**Run 1: clock wires, drivers and flops**

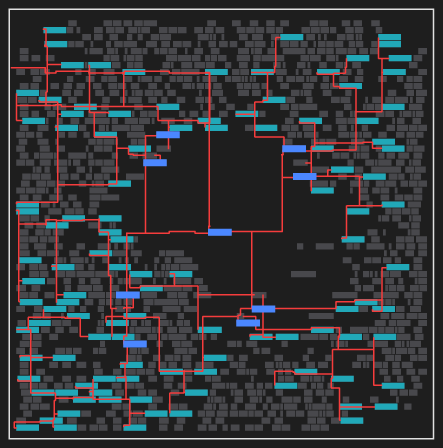
**Run 1: where the registers sit**

Scale bar: 50 um.
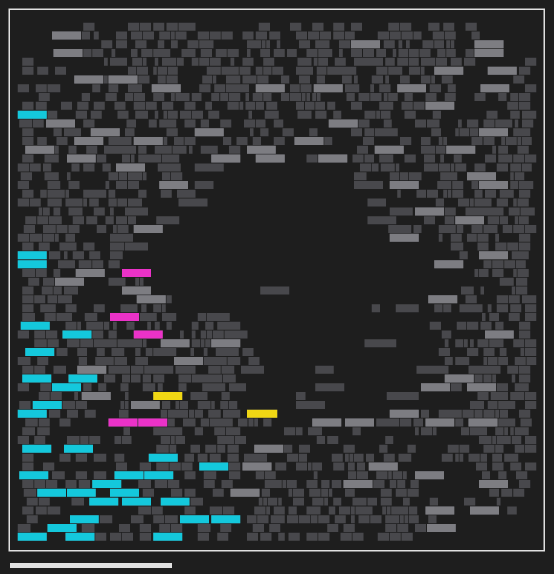
**Run 1: placement view**

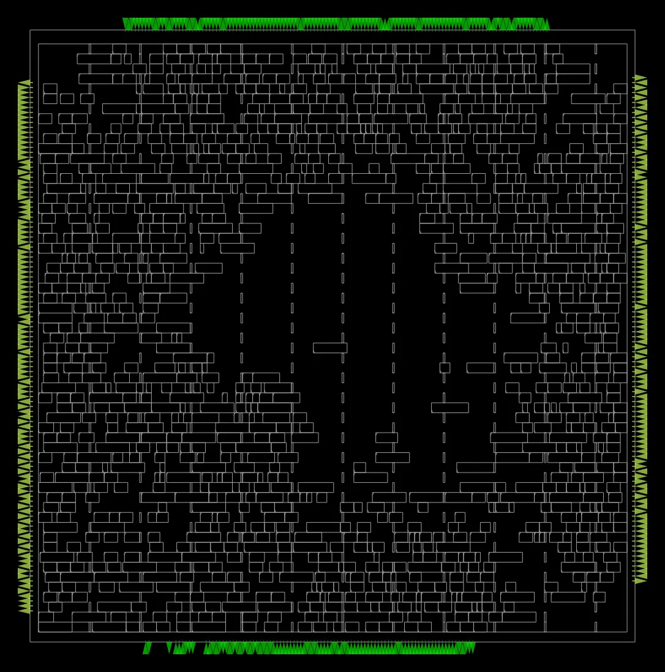
`src/rtl/fu_issue_arbiter_if.sv`:
```
// fu_issue_arbiter_if: request, functional-unit and response signals of the warp issue arbiter.
interface fu_issue_arbiter_if #(
    parameter int NUM_WARPS     = 4,
    parameter int MACHINE_WIDTH = 32
);
    localparam int WW = $clog2(NUM_WARPS);
    logic [NUM_WARPS-1:0]               req_valid;
    logic [NUM_WARPS-1:0]               req_ready;
    logic [5*NUM_WARPS-1:0]             req_op;
    logic [MACHINE_WIDTH*NUM_WARPS-1:0] req_a;
    logic [MACHINE_WIDTH*NUM_WARPS-1:0] req_b;
    logic                               fu_enable;
    logic [4:0]                         fu_alu_op;
    logic [MACHINE_WIDTH-1:0]           fu_a;
    logic [MACHINE_WIDTH-1:0]           fu_b;
    logic [MACHINE_WIDTH-1:0]           fu_result;
    logic                               rsp_valid;
    logic                               rsp_ready;
    logic [WW-1:0]                      rsp_warp;
    logic [MACHINE_WIDTH-1:0]           rsp_data;
    modport master (
        output req_valid, req_op, req_a, req_b, fu_result, rsp_ready,
        input  req_ready, fu_enable, fu_alu_op, fu_a, fu_b, rsp_valid, rsp_warp, rsp_data
    );
    modport slave (
        input  req_valid, req_op, req_a, req_b, fu_result, rsp_ready,
        output req_ready, fu_enable, fu_alu_op, fu_a, fu_b, rsp_valid, rsp_warp, rsp_data
    );
endinterface

```
`src/rtl/fu_issue_arbiter.sv`:
```
// fu_issue_arbiter: round-robin warp arbiter feeding one functional unit (IDLE/EXEC/RESP).
// Define FU_ARB_PERF_EN to add the saturating perf_busy cycle counter.
module fu_issue_arbiter #(
    parameter int NUM_WARPS     = 4,
    parameter int MACHINE_WIDTH = 32,
    parameter int MULDIV_LAT    = 4
) (
    input logic               clk,
    input logic               reset,
    fu_issue_arbiter_if.slave bus
`ifdef FU_ARB_PERF_EN
    ,
    output logic [31:0]       perf_busy
`endif
);
    localparam int WW = $clog2(NUM_WARPS);
    localparam int CW = $clog2(MULDIV_LAT);
    typedef enum logic [1:0] {IDLE, EXEC, RESP} state_t;
    state_t                   state_q;
    logic [WW-1:0]            rr_ptr_q, warp_q;
    logic [CW-1:0]            cnt_q;
    logic [4:0]               op_q;
    logic [MACHINE_WIDTH-1:0] a_q, b_q, data_q;
    logic                     fu_en_q, rsp_valid_q;
    logic [WW-1:0]            gnt_d;
    logic                     found_d, fire_d, muldiv_d;
    logic [NUM_WARPS-1:0]     ready_d;
    logic [4:0]               op_d;

    function automatic logic [WW-1:0] wrap_add(input logic [WW-1:0] p, input int i);
        int s = int'(p) + i;
        return WW'(s >= NUM_WARPS ? s - NUM_WARPS : s);
    endfunction

    // Scan from the farthest offset down so the warp nearest rr_ptr wins.
    always_comb begin
        gnt_d   = '0;
        found_d = 1'b0;
        ready_d = '0;
        for (int i = NUM_WARPS - 1; i >= 0; i--) begin
            if (bus.req_valid[wrap_add(rr_ptr_q, i)]) begin
                gnt_d   = wrap_add(rr_ptr_q, i);
                found_d = 1'b1;
            end
        end
        if (reset && state_q == IDLE && found_d) ready_d[gnt_d] = 1'b1;
    end

    assign fire_d   = |(bus.req_valid & ready_d);
    assign op_d     = bus.req_op[int'(gnt_d)*5 +: 5];
    assign muldiv_d = op_d inside {5'b01000, 5'b01001, 5'b01010};

    always_ff @(posedge clk or negedge reset) begin
        if (!reset) begin
            state_q     <= IDLE;
            rr_ptr_q    <= '0;
            warp_q      <= '0;
            cnt_q       <= '0;
            op_q        <= '0;
            a_q         <= '0;
            b_q         <= '0;
            data_q      <= '0;
            fu_en_q     <= 1'b0;
            rsp_valid_q <= 1'b0;
        end else begin
            case (state_q)
                IDLE: if (fire_d) begin
                    state_q  <= EXEC;
                    fu_en_q  <= 1'b1;
                    op_q     <= op_d;
                    a_q      <= bus.req_a[int'(gnt_d)*MACHINE_WIDTH +: MACHINE_WIDTH];
                    b_q      <= bus.req_b[int'(gnt_d)*MACHINE_WIDTH +: MACHINE_WIDTH];
                    warp_q   <= gnt_d;
                    rr_ptr_q <= wrap_add(gnt_d, 1);
                    cnt_q    <= muldiv_d ? CW'(MULDIV_LAT - 1) : '0;
                end
                EXEC: if (cnt_q == '0) begin
                    state_q     <= RESP;
                    fu_en_q     <= 1'b0;
                    rsp_valid_q <= 1'b1;
                    data_q      <= bus.fu_result;
                end else begin
                    cnt_q <= cnt_q - 1'b1;
                end
                RESP: if (bus.rsp_ready) begin
                    state_q     <= IDLE;
                    rsp_valid_q <= 1'b0;
                end
                default: state_q <= IDLE;
            endcase
        end
    end

    assign bus.req_ready = ready_d;
    assign bus.fu_enable = fu_en_q;
    assign bus.fu_alu_op = fu_en_q ? op_q : 5'd0;
    assign bus.fu_a      = a_q;
    assign bus.fu_b      = b_q;
    assign bus.rsp_valid = rsp_valid_q;
    assign bus.rsp_warp  = warp_q;
    assign bus.rsp_data  = data_q;

`ifdef FU_ARB_PERF_EN
    logic [31:0] perf_q;
    always_ff @(posedge clk or negedge reset) begin
        if (!reset) perf_q <= '0;
        else if (state_q != IDLE && ~&perf_q) perf_q <= perf_q + 1'b1;
    end
    assign perf_busy = perf_q;
`endif
endmodule

```
`src/flat_wrapper.sv`:
```
// flat-port wrapper written by rule: the top's interface ports become plain ports
module fu_issue_arbiter_flat 
#(
    parameter int NUM_WARPS     = 4,
    parameter int MACHINE_WIDTH = 32,
    parameter int MULDIV_LAT    = 4
)
  (clk, reset, bus_req_valid, bus_req_op, bus_req_a, bus_req_b, bus_fu_result, bus_rsp_ready, bus_req_ready, bus_fu_enable, bus_fu_alu_op, bus_fu_a, bus_fu_b, bus_rsp_valid, bus_rsp_warp, bus_rsp_data);
  fu_issue_arbiter_if #(.NUM_WARPS(NUM_WARPS), .MACHINE_WIDTH(MACHINE_WIDTH)) bus_i ();
  input logic clk;
  input logic reset;
  input wire logic [$bits(bus_i.req_valid)-1:0] bus_req_valid;
  input wire logic [$bits(bus_i.req_op)-1:0] bus_req_op;
  input wire logic [$bits(bus_i.req_a)-1:0] bus_req_a;
  input wire logic [$bits(bus_i.req_b)-1:0] bus_req_b;
  input wire logic [$bits(bus_i.fu_result)-1:0] bus_fu_result;
  input wire logic [$bits(bus_i.rsp_ready)-1:0] bus_rsp_ready;
  output wire logic [$bits(bus_i.req_ready)-1:0] bus_req_ready;
  output wire logic [$bits(bus_i.fu_enable)-1:0] bus_fu_enable;
  output wire logic [$bits(bus_i.fu_alu_op)-1:0] bus_fu_alu_op;
  output wire logic [$bits(bus_i.fu_a)-1:0] bus_fu_a;
  output wire logic [$bits(bus_i.fu_b)-1:0] bus_fu_b;
  output wire logic [$bits(bus_i.rsp_valid)-1:0] bus_rsp_valid;
  output wire logic [$bits(bus_i.rsp_warp)-1:0] bus_rsp_warp;
  output wire logic [$bits(bus_i.rsp_data)-1:0] bus_rsp_data;
  assign bus_i.req_valid = bus_req_valid;
  assign bus_i.req_op = bus_req_op;
  assign bus_i.req_a = bus_req_a;
  assign bus_i.req_b = bus_req_b;
  assign bus_i.fu_result = bus_fu_result;
  assign bus_i.rsp_ready = bus_rsp_ready;
  assign bus_req_ready = bus_i.req_ready;
  assign bus_fu_enable = bus_i.fu_enable;
  assign bus_fu_alu_op = bus_i.fu_alu_op;
  assign bus_fu_a = bus_i.fu_a;
  assign bus_fu_b = bus_i.fu_b;
  assign bus_rsp_valid = bus_i.rsp_valid;
  assign bus_rsp_warp = bus_i.rsp_warp;
  assign bus_rsp_data = bus_i.rsp_data;
  fu_issue_arbiter #(.NUM_WARPS(NUM_WARPS), .MACHINE_WIDTH(MACHINE_WIDTH), .MULDIV_LAT(MULDIV_LAT)) u_core (.clk(clk), .reset(reset), .bus(bus_i));
endmodule
```
`config.mk`:
```
export PLATFORM = sky130hd
export DESIGN_NAME = fu_issue_arbiter_flat
export DESIGN_NICKNAME = d
export VERILOG_FILES = /design/src/rtl/fu_issue_arbiter_if.sv /design/src/rtl/fu_issue_arbiter.sv /design/src/flat_wrapper.sv
export SDC_FILE = /design/constraint.sdc
export NUM_CORES = 1
export LEC_CHECK = 0
export CAP_MARGIN = 5
export CORE_AREA = 2 2 163 165
export CTS_CLUSTER_SIZE = 25
export DETAILED_ROUTE_END_ITERATION = 8
export DIE_AREA = 0 0 165 167
export GPL_ROUTABILITY_DRIVEN = 0
export PLACE_DENSITY = 0.61
export RECOVER_POWER = 25
export SLEW_MARGIN = 20
export SYNTH_ARGS = -nofsm -noshare
export SYNTH_HDL_FRONTEND = slang
export SYNTH_SLANG_ARGS = --single-unit
```
`constraint.sdc`:
```
create_clock -name clk -period 1.75 [get_ports clk]
set_input_delay 0.175 -clock clk [delete_from_list [all_inputs] [get_ports clk]]
set_output_delay 0.175 -clock clk [all_outputs]
set_load 0.02 [all_outputs]
```
==> flow_metrics.rpt, run 1 <==
FLOW METRICS REPORT
----------------------------------------------------
[Outcome]
  Status ........................ finished with violations
  Violations in the final reports ........................ max-capacitance violations, max-slew violations, negative setup slack

[Floorplanning]
  Height of the die ........................ 167 um
  Std-Cell Core Area ........................ 25800 sq um
  Cell row count ........................ 59
  Full die area ........................ 27600 sq um
  Core Density at Floorplan ........................ 24.8%
  I/O pin count ........................ 424
  Width of the chip ........................ 165 um

[Clock network]
  Total of cells resized after clock tree synthesis ........................ 154
  Number of clock buffers inserted by TritonCTS ........................ 9
  Clk_lat worst skew ........................ 0.37 ns
  Clock root buffer master ........................ sky130_fd_sc_hd__clkbuf_16
  Hold-fix buffers at CTS ........................ 0
  Sinks on Clock Net ........................ 111
  Post-CTS Repair Setup Buffers ........................ 23
  TritonCTS clock tree ........................ yes
  H-Tree Level Count ........................ 3
  Clk buf depth ........................ 2
  Clock edge transition at the registers on the reported setup and hold paths ........................ 0.09 ns

[Synth]
  Post-synthesis instance total ........................ 669
  #FFs+latches synth ........................ 111
  Number of distinct standard cells referenced by the synthesized netlist ........................ 38
  Synthesized chip area reported by yosys ........................ 6390 sq um
  Ys cells ........................ 669
  Synthesized cell area ........................ 6390 sq um
  Post-Syn Area per Cell ........................ 9.56 sq um
  Seq share, synth ........................ 43.4%
  Total nets after synthesis ........................ 985
  Number of warnings issued by yosys ........................ 0

[Job]
  Tool warning count ........................ 31
  Max-cap violation count ........................ 1

[Global routing]
  Number of global-route vias before repair ........................ 7626
  Initial antenna violation count ........................ 1
  GRT Residual Overflow ........................ 0
  Global-route wire length before repair ........................ 43900 um
  Gr usage total ........................ 20.9%
  Largest net degree at the start of global routing ........................ 112

[Pwr]
  Sequential cell fraction of total power ........................ 22.9%
  Fraction of power consumed by the clock network ........................ 11.7%
  Power per cell area ........................ 1520 nW/um^2
  Sw frac ........................ 41.0%
  Total power ........................ 19.9 mW
  Static leakage ........................ 5.57 nW
  Net switching power ........................ 8.16 mW
  Combinational share of power ........................ 65.4%
  Maximum vdd drop ........................ 0.927 mV
  Internal cell power ........................ 11.8 mW

[Layout]
  Leading cell type in the layout, fill and taps excluded ........................ sky130_fd_sc_hd__clkdlybuf4s50_1
  Design Area, Final ........................ 13100 sq um
  Number of nets in the finished design ........................ 1451
  Storage cell area ........................ 2780 sq um
  Share of final-layout standard cells stronger than drive strength 1 ........................ 27.9%
  Commonest non-fill, non-tap cells in the layout ........................ 412 x sky130_fd_sc_hd__clkdlybuf4s50_1, 127 x sky130_fd_sc_hd__nand2_1, 110 x sky130_fd_sc_hd__dfrtp_1
  Combined area of the multi-input logic cells ........................ 4040 sq um
  Area growth syn-to-layout ........................ 105%

[Worst setup path]
  FF-to-FF End ........................ u_core.cnt_q[0]
  Crit Path Class ........................ reg -> reg
  Element type at the critical path end ........................ register
  Minimum setup slack among reg-to-reg paths ........................ -0.40 ns
  End point of the critical path ........................ u_core.cnt_q[0]
  Origin of the critical flop-to-flop path ........................ u_core.rr_ptr_q[1]
  Startpoint of the worst setup timing path ........................ u_core.rr_ptr_q[1]
  Worst Reg2Reg Path Length in Cells ........................ 8
  CP startpoint kind ........................ register
  Maximum net fanout on the critical path ........................ 6
  Worst EP arrival ........................ 2.39 ns
  Required arrival time at the worst endpoint ........................ 2.00 ns

[Drt]
  Detailed-route via count ........................ 7276
  DRC violations left ........................ 0
  Routed vias/inst ........................ 4.93
  Initial DRC count ........................ 340
  WL/cell ........................ 20.5 um
  Routed wire length ........................ 30200 um
  Number of nets with antenna violations after detailed routing ........................ 0
  Pre-antenna DRT Iters ........................ 6

[Worst hold path]
  Hold path start ........................ reset
  Worst min path class ........................ in -> reg
  WHS Path Cells ........................ 4
  Min-Delay Endpoint ........................ u_core.op_q[1]

[STA]
  Setup repair after global routing missed its margin ........................ yes
  Worst rel slew slack ........................ -10.3%
  Slew Limit Fails ........................ 112
  Worst Tran Pin Value ........................ 1.65 ns
  Sum of negative setup slack ........................ -22.91 ns
  Number of setup violations in the final report ........................ 75
  Crit path setup slack, layout ........................ -0.396 ns
  Final number of hold-violating endpoints ........................ 0
  Final Cycle Share ........................ 123%
  Max Clock Freq ........................ 0.466 GHz
  Final worst path period need ........................ 2.15 ns
  Final clock skew ........................ 0.0197 ns

[Place]
  Cell area after placement ........................ 11500 sq um
  Port Buffer Count ........................ 423
  Post-DP HPWL ........................ 21100 um

----------------------------------------------------
Back to the opening pictures, 'clock wires, drivers and flops':
Key: blue = cells driving clock nets [count 9]; cyan = flip-flops [count 111]; red = clock wires [length 1940 um]
Position of the flops: spread over the die. There are 10 routed clock nets.

Back to the opening pictures, 'where the registers sit':
Key: cyan = u_core.bus.rsp_data [sequential cells 32, where lower left]; magenta = u_core.op_q [sequential cells 5, where middle left]; yellow = u_core.rr_ptr_q [sequential cells 2]
Another 72 sequential cells are not colored.

Back to the opening pictures, 'placement view':
core occupancy in the finished layout: 50.8%
final cell count without fillers: 1476
number of inserted filler cells in the final layout: 2369
tapcells inserted: 335

run 1: logic make-up (layout without fill, tap and decap cells):
group           Yosys count  after routing  synth area share [%]
fa+ha+maj                 1              1                 0.196
compound gates          217            217                  26.5
simple gates            224            224                  16.3
xor+xnor                  1              1                 0.137
buf+inv                  69            540                  5.40
mux                      46             46                  8.00
flops                   111            111                  43.4
other cells               0              1                     0
run 1: state kept, by name, summed over array words and instances, names as in the netlist:
name	flops
u_core.bus.fu_enable	1
u_core.rr_ptr_q	2
u_core.bus.rsp_warp	2
u_core.state_q	2
u_core.bus.rsp_valid	1
u_core.bus.fu_b	32
u_core.bus.rsp_data	32
u_core.cnt_q	2
u_core.op_q	5
u_core.bus.fu_a	32
run 1: power by group through the flow:
| stage | combinational, mW | sequential [mW] | clock [mW] |
|---|---|---|---|
| detailed placement | 10.9 | 4.60 | 0 |
| global route | 13.8 | 4.72 | 2.52 |
| floorplan | 4.25 | 5.91 | 0 |
| finish | 13.0 | 4.56 | 2.33 |
| global placement | 10.8 | 4.54 | 0 |
| CTS | 12.6 | 4.56 | 2.43 |
run 1: stage by stage:
step           utilization (%)  hold WS (ns)  instances  worst slack, ns
2_1_floorplan                -        -0.121        669           -0.138
3_3_place_gp              44.8         0.424       1428           -0.633
3_5_place_dp              44.8         0.413       1428           -0.667
4_1_cts                   49.5        0.0188       1473           -0.371
5_1_grt                   50.8         0.344       1476           -0.472
6_report                  50.8         0.340       1476           -0.396
run 1: cell type report:
| type | count | area share (%) |
|---|---|---|
| diodes | 1 | 0.0191 |
| clock buffers | 9 | 1.72 |
| clock inverters | 7 | 0.737 |
| inverters | 5 | 0.144 |
| multi-input cells | 489 | 30.9 |
| flip-flops and latches | 111 | 21.3 |
| well taps | 335 | 3.21 |
| repair buffers | 519 | 42.0 |
run 1: Yosys cell counts (all sizes together):
cell    number  area (sq um)
buf         32           203
o211ai       1          12.5
nand3        1          5.00
o221ai       2          23.8
mux2        38           432
a311o        1          10.0
inv          5          18.8
o22a         1          10.0
xnor2        1          8.76
or3          1          6.26
a21boi       1          7.51
nor3         2          10.0
clkbuf      32           124
nor2         3          11.3
nor3b        1          7.51
nand2      141           529
or3b         1          8.76
o21ai       11          55.1
or4          1          7.51
nand3b       1          7.51
and2        71           444
mux2i        8          80.1
a21o        66           495
a211oi      65           488
a21oi        4          20.0
o221a        1          11.3
dfrtp      111          2780
ha           1          12.5
nand2b       1          6.26
a311oi      64           561
run 1: critical path: stages (launching register included):
cell and delay [ns]:
sky130_fd_sc_hd__dfrtp_2 0.46, sky130_fd_sc_hd__mux2_4 0.34, sky130_fd_sc_hd__o221ai_4 0.27, sky130_fd_sc_hd__buf_12 0.16, sky130_fd_sc_hd__buf_12 0.11, sky130_fd_sc_hd__mux2i_1 0.08
sky130_fd_sc_hd__mux2_4 0.30, sky130_fd_sc_hd__o211ai_4 0.20, sky130_fd_sc_hd__o221ai_2 0.11
run 1: routing by layer:
layer | up-vias | GRT usage [%] | routed length [um]
met5 | - | 0 | 0
li1 | 3378 | - | -
met3 | 50 | 6.15 | 2380
met4 | 0 | 6.43 | 781
met1 | 3537 | 24.0 | 11700
met2 | 311 | 37.0 | 15400
**Run 1: routed metal per tile**

The die is cut into 33 by 33 equal tiles; dark blue is low, red is high, scaled to the fullest tile. Values are wire area over tile area, all layers added.
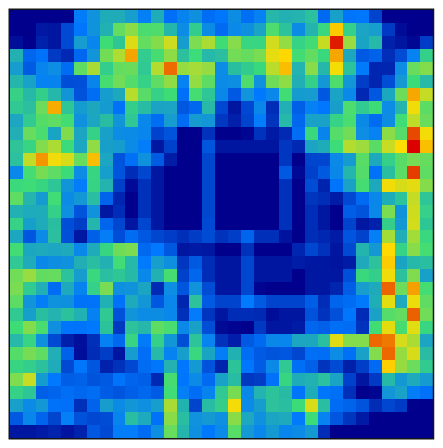

==> run 1 -> run 2 <==
--- a/config.mk
+++ b/config.mk
@@ -5,13 +5,15 @@
 export SDC_FILE = /design/constraint.sdc
 export NUM_CORES = 1
 export LEC_CHECK = 0
+export ABC_CLOCK_PERIOD_IN_PS = 1750
 export CAP_MARGIN = 5
 export CORE_AREA = 2 2 163 165
 export CTS_CLUSTER_SIZE = 25
 export DETAILED_ROUTE_END_ITERATION = 8
 export DIE_AREA = 0 0 165 167
+export DONT_BUFFER_PORTS = 1
 export GPL_ROUTABILITY_DRIVEN = 0
-export PLACE_DENSITY = 0.61
+export PLACE_DENSITY = 0.39
 export RECOVER_POWER = 25
 export SLEW_MARGIN = 20
 export SYNTH_ARGS = -nofsm -noshare
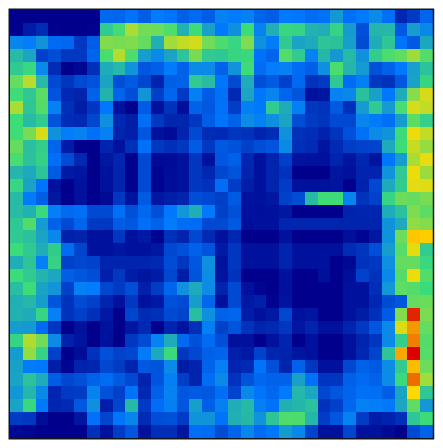
**Above:** run 2 (routed metal per tile).
The die is cut into 33 by 33 equal tiles; dark blue is low, red is high, scaled to the fullest tile. Values are wire area over tile area, all layers added.
8.3% of the tiles are nearly empty. The densest ninth of the die: upper right. 9.3% of the tiles are over half the peak. The mean over all tiles is 0.16. The emptiest ninth of the die: center.

==> flow_metrics.rpt, run 2 <==
FLOW METRICS REPORT
----------------------------------------------------
[Outcome]
  Status ........................ finished with violations
  Violations in the final reports ........................ negative hold slack, negative setup slack

[STA]
  Final Cycle Share ........................ 121% (-1.7 points)
  Crit path setup slack, layout ........................ -0.366 ns (+0.0298 ns)
  Worst hold slack ........................ -0.496 ns (-0.836 ns)
  Max Clock Freq ........................ 0.473 GHz (+1.4%)
  Final worst path period need ........................ 2.12 ns (-0.0298 ns)
  Setup repair after global routing missed its margin ........................ yes
  Worst Tran Pin Value ........................ 0.451 ns (-1.20 ns)
  Worst rel slew slack ........................ 69.6% (+80 points)
  Sum of negative setup slack ........................ -21.18 ns (+1.73 ns)
  Number of setup violations in the final report ........................ 78 (+4.0%)
  Slew Limit Fails ........................ 0 (-100%)
  Final number of hold-violating endpoints ........................ 111 (+111)
  Final clock skew ........................ 0.0104 ns (-0.00929 ns)

[Job]
  Max-cap violation count ........................ 0 (-1)
  Tool warning count ........................ 33 (+6.5%)

[Synth]
  Post-synth tally of flip-flops with integrated enable ........................ 0 (unchanged)
  #FFs+latches synth ........................ 111 (unchanged)
  Top-area cell share ........................ 43.4% (unchanged)
  Total nets after synthesis ........................ 985 (unchanged)
  Synthesized cell area ........................ 6390 sq um (unchanged)
  Top cell type by total area after synthesis ........................ sky130_fd_sc_hd__dfrtp_1
  Dominant register cell ........................ sky130_fd_sc_hd__dfrtp_1
  Post-synthesis instance total ........................ 669 (unchanged)
  Ys cells ........................ 669 (unchanged)
  Number of warnings issued by yosys ........................ 0 (unchanged)
  Seq share, synth ........................ 43.4% (unchanged)
  Async set or reset register ratio after synthesis ........................ 100% (unchanged)
  Number of distinct standard cells referenced by the synthesized netlist ........................ 38 (unchanged)
  Synthesized chip area reported by yosys ........................ 6390 sq um (unchanged)
  Main area contributors ........................ sky130_fd_sc_hd__dfrtp_1 43%, sky130_fd_sc_hd__a311oi_1 8.8%, sky130_fd_sc_hd__nand2_1 8.3%, sky130_fd_sc_hd__a21o_1 7.7%, sky130_fd_sc_hd__a211oi_1 7.6%
  Post-synthesis cell type with the largest instance count ........................ sky130_fd_sc_hd__nand2_1
  Top cell types by occurrence after synthesis ........................ 141 x sky130_fd_sc_hd__nand2_1, 111 x sky130_fd_sc_hd__dfrtp_1, 66 x sky130_fd_sc_hd__a21o_1, 65 x sky130_fd_sc_hd__a211oi_1, 64 x sky130_fd_sc_hd__a311oi_1
  Post-Syn Area per Cell ........................ 9.56 sq um (unchanged)

[Drt]
  Detailed-route via count ........................ 5970 (-18%)
  Pre-antenna DRT Iters ........................ 4 (-2)
  DRC violations left ........................ 0 (unchanged)
  Number of nets with antenna violations after detailed routing ........................ 0 (unchanged)
  Routed wire length ........................ 27800 um (-8.1%)
  WL/cell ........................ 25.0 um (+22%)
  Initial DRC count ........................ 252 (-26%)
  Routed vias/inst ........................ 5.37 (+9.0%)

[Place]
  Number of placed instances with taps included ........................ 989 (-31%)
  Port Buffer Count ........................ 0 (-100%)
  Post-DP HPWL ........................ 16800 um (-20%)

[Worst setup path]
  CP bufs+invs ........................ 3 (+1)
  Minimum setup slack among reg-to-reg paths ........................ -0.37 ns (+0.03 ns)
  Element type at the critical path end ........................ register
  Largest delay contributor family on the critical path ........................ simple AND/OR/NAND/NOR gates
  Required arrival time at the worst endpoint ........................ 1.98 ns (-0.02 ns)
  Delay of the slowest critical-path stage ........................ 0.44 ns (-0.02 ns)
  Crit Path Class ........................ reg -> reg
  Worst Reg2Reg Path Length in Cells ........................ 9 (+1)
  Worst EP arrival ........................ 2.35 ns (-0.04 ns)
  Cell type of the slowest stage on the worst timing path ........................ sky130_fd_sc_hd__or3b_4
  CP startpoint kind ........................ register
  Worst path most repeated cell ........................ sky130_fd_sc_hd__buf_12
  Origin of the critical flop-to-flop path ........................ u_core.rr_ptr_q[0]
  Maximum net fanout on the critical path ........................ 6 (unchanged)
  Worst path cell trace ........................ or3b_4 > o221ai_4 > buf_12 > buf_12 > clkbuf_16 > mux2i_1 > mux2_4 > o211ai_2 > o221ai_2
  FF-to-FF End ........................ u_core.cnt_q[0]

[Global routing]
  Initial antenna violation count ........................ 3 (+2)
  Largest net degree at the start of global routing ........................ 113 (+0.89%)
  GRT Residual Overflow ........................ 0 (unchanged)
  Global-route wire length before repair ........................ 35900 um (-18%)
  Number of global-route vias before repair ........................ 6065 (-20%)
  Gr usage total ........................ 17.5% (-3.4 points)

[Floorplanning]
  Width of the chip ........................ 165 um (unchanged)
  Height of the die ........................ 167 um (unchanged)
  Std-Cell Core Area ........................ 25800 sq um (unchanged)
  Core Density at Floorplan ........................ 24.8% (unchanged)
  Full die area ........................ 27600 sq um (unchanged)
  Cell row count ........................ 59 (unchanged)
  I/O pin count ........................ 424 (unchanged)

[Clock network]
  Clock root buffer master ........................ sky130_fd_sc_hd__clkbuf_16
  TritonCTS clock tree ........................ yes
  Hold-fix buffers at CTS ........................ 33 (+33)
  Clock edge transition at the registers on the reported setup and hold paths ........................ 0.10 ns (about the same)
  Clk buf depth ........................ 2 (unchanged)
  Sinks on Clock Net ........................ 111 (unchanged)
  H-Tree Level Count ........................ 3 (unchanged)
  Clk_lat worst skew ........................ 0.37 ns (about the same)
  Number of clock buffers inserted by TritonCTS ........................ 9 (unchanged)

[Layout]
  Area growth syn-to-layout ........................ 57.5%
  Share of final-layout standard cells stronger than drive strength 1 ........................ 49.2% (+21 points)
  Commonest non-fill, non-tap cells in the layout ........................ 112 x sky130_fd_sc_hd__nand2_1, 110 x sky130_fd_sc_hd__dfrtp_1, 66 x sky130_fd_sc_hd__a21o_1
  Final cell count without fillers ........................ 1111 (-25%)
  Core occupancy in the finished layout ........................ 39.1% (-12 points)
  Leading cell type in the layout, fill and taps excluded ........................ sky130_fd_sc_hd__nand2_1
  Number of nets in the finished design ........................ 1086 (-25%)

[Worst hold path]
  Worst min path class ........................ in -> async

[Pwr]
  Maximum vdd drop ........................ 0.726 mV (-22%)
  Power per cell area ........................ 1840 nW/um^2 (+21%)
  Total power ........................ 18.5 mW (-7.1%)
  Static leakage ........................ 4.36 nW (-22%)

----------------------------------------------------
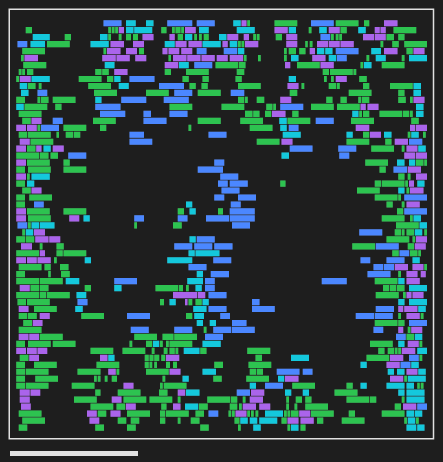
**Above:** run 2 (sizing map).
Scale bar: 50 um.
Key: green = drive 1 or less [cells 394, share 51%]; cyan = drive 3 to 4 [cells 130, share 17%]; purple = drive 2 [cells 149, share 19%]; blue = drive 6 and up [cells 102, share 13%]

## run 2: cell counts after synthesis
Identical to the previous run, type by type.
## run 2: worst reg2reg max path, cell delays in order, from the launching register on
cell and delay (ns):
sky130_fd_sc_hd__dfrtp_1 0.43, sky130_fd_sc_hd__or3b_4 0.44, sky130_fd_sc_hd__o221ai_4 0.09, sky130_fd_sc_hd__buf_12 0.16, sky130_fd_sc_hd__buf_12 0.10, sky130_fd_sc_hd__clkbuf_16 0.13, sky130_fd_sc_hd__mux2i_1 0.07, sky130_fd_sc_hd__mux2_4 0.29
sky130_fd_sc_hd__o211ai_2 0.17, sky130_fd_sc_hd__o221ai_2 0.11
## run 2: layout make-up
| type | count | area, sq um |
|---|---|---|
| Multi-Input combinational cell | 489 | 4370 |
| Timing Repair Buffer | 154 | 2170 |
| Clock buffer | 9 | 225 |
| Clock inverter | 7 | 77.6 |
| Tap cell | 335 | 419 |
| Fill cell | 2465 | 15700 |
| Antenna cell | 1 | 2.50 |
| Sequential cell | 111 | 2780 |
| Inverter | 5 | 18.8 |
## run 2: worst max path at each step
stage                            start  cells after the start  slack, ns             endpoint
floorplan           u_core.rr_ptr_q[1]                      8      -0.14   u_core.bus.fu_a[0]
global placement    u_core.rr_ptr_q[1]                      8      -0.33  u_core.bus.fu_a[22]
detailed placement  u_core.rr_ptr_q[1]                      7      -0.41      u_core.cnt_q[0]
CTS                 u_core.rr_ptr_q[1]                      6      -0.37     bus_req_ready[3]
global route        u_core.rr_ptr_q[1]                      9      -0.46      u_core.cnt_q[0]
finish              u_core.rr_ptr_q[0]                      9      -0.37      u_core.cnt_q[0]
## run 2: logic make-up after synthesis
family                     synth area share (%)
xor gates and xnor gates                  0.137
AOI/OAI and AO/OA                          26.5
adders and majority gates                 0.196
buffers and inverters                      5.40
DFF                                        43.4
muxes                                      8.00
and+or+nand+nor                            16.3
## run 2: timing repair
action | 4_1_cts | 5_1_grt
hold endpoints to repair | 145 | 111
pin swaps | 40 | 85
setup endpoints to repair | 76 | 79
gates cloned | 10 | 12
resized | 138 | 176
setup buffers | 31 | 23
## run 2: metal layers
metal  track usage (%)  vias to the layer above  routed length [um]
li1                  -                     2645                   -
met5                 0                        -                  13
met3              5.28                       42                2300
met4              4.08                        2                 584
met1              18.4                     2978               10000
met2              33.4                      303               14900
## run 2: per-stage QoR
| step | setup WS [ns] | instance area [sq um] |
|---|---|---|
| 3_3_place_gp | -0.331 | 7210 |
| 5_1_grt | -0.457 | 10100 |
| 4_1_cts | -0.367 | 8920 |
| 3_5_place_dp | -0.408 | 7210 |
| 6_report | -0.366 | 10100 |
| 2_1_floorplan | -0.138 | 6500 |
## run 2: report_power, final
part           leakage (nW)  switching [mW]  internal (mW)
combinational          2.87            4.59           5.44
sequential             1.34            2.47           3.83
clock                 0.144            1.15           1.02
No activity file was given, so power comes from the tool's default toggle rates.
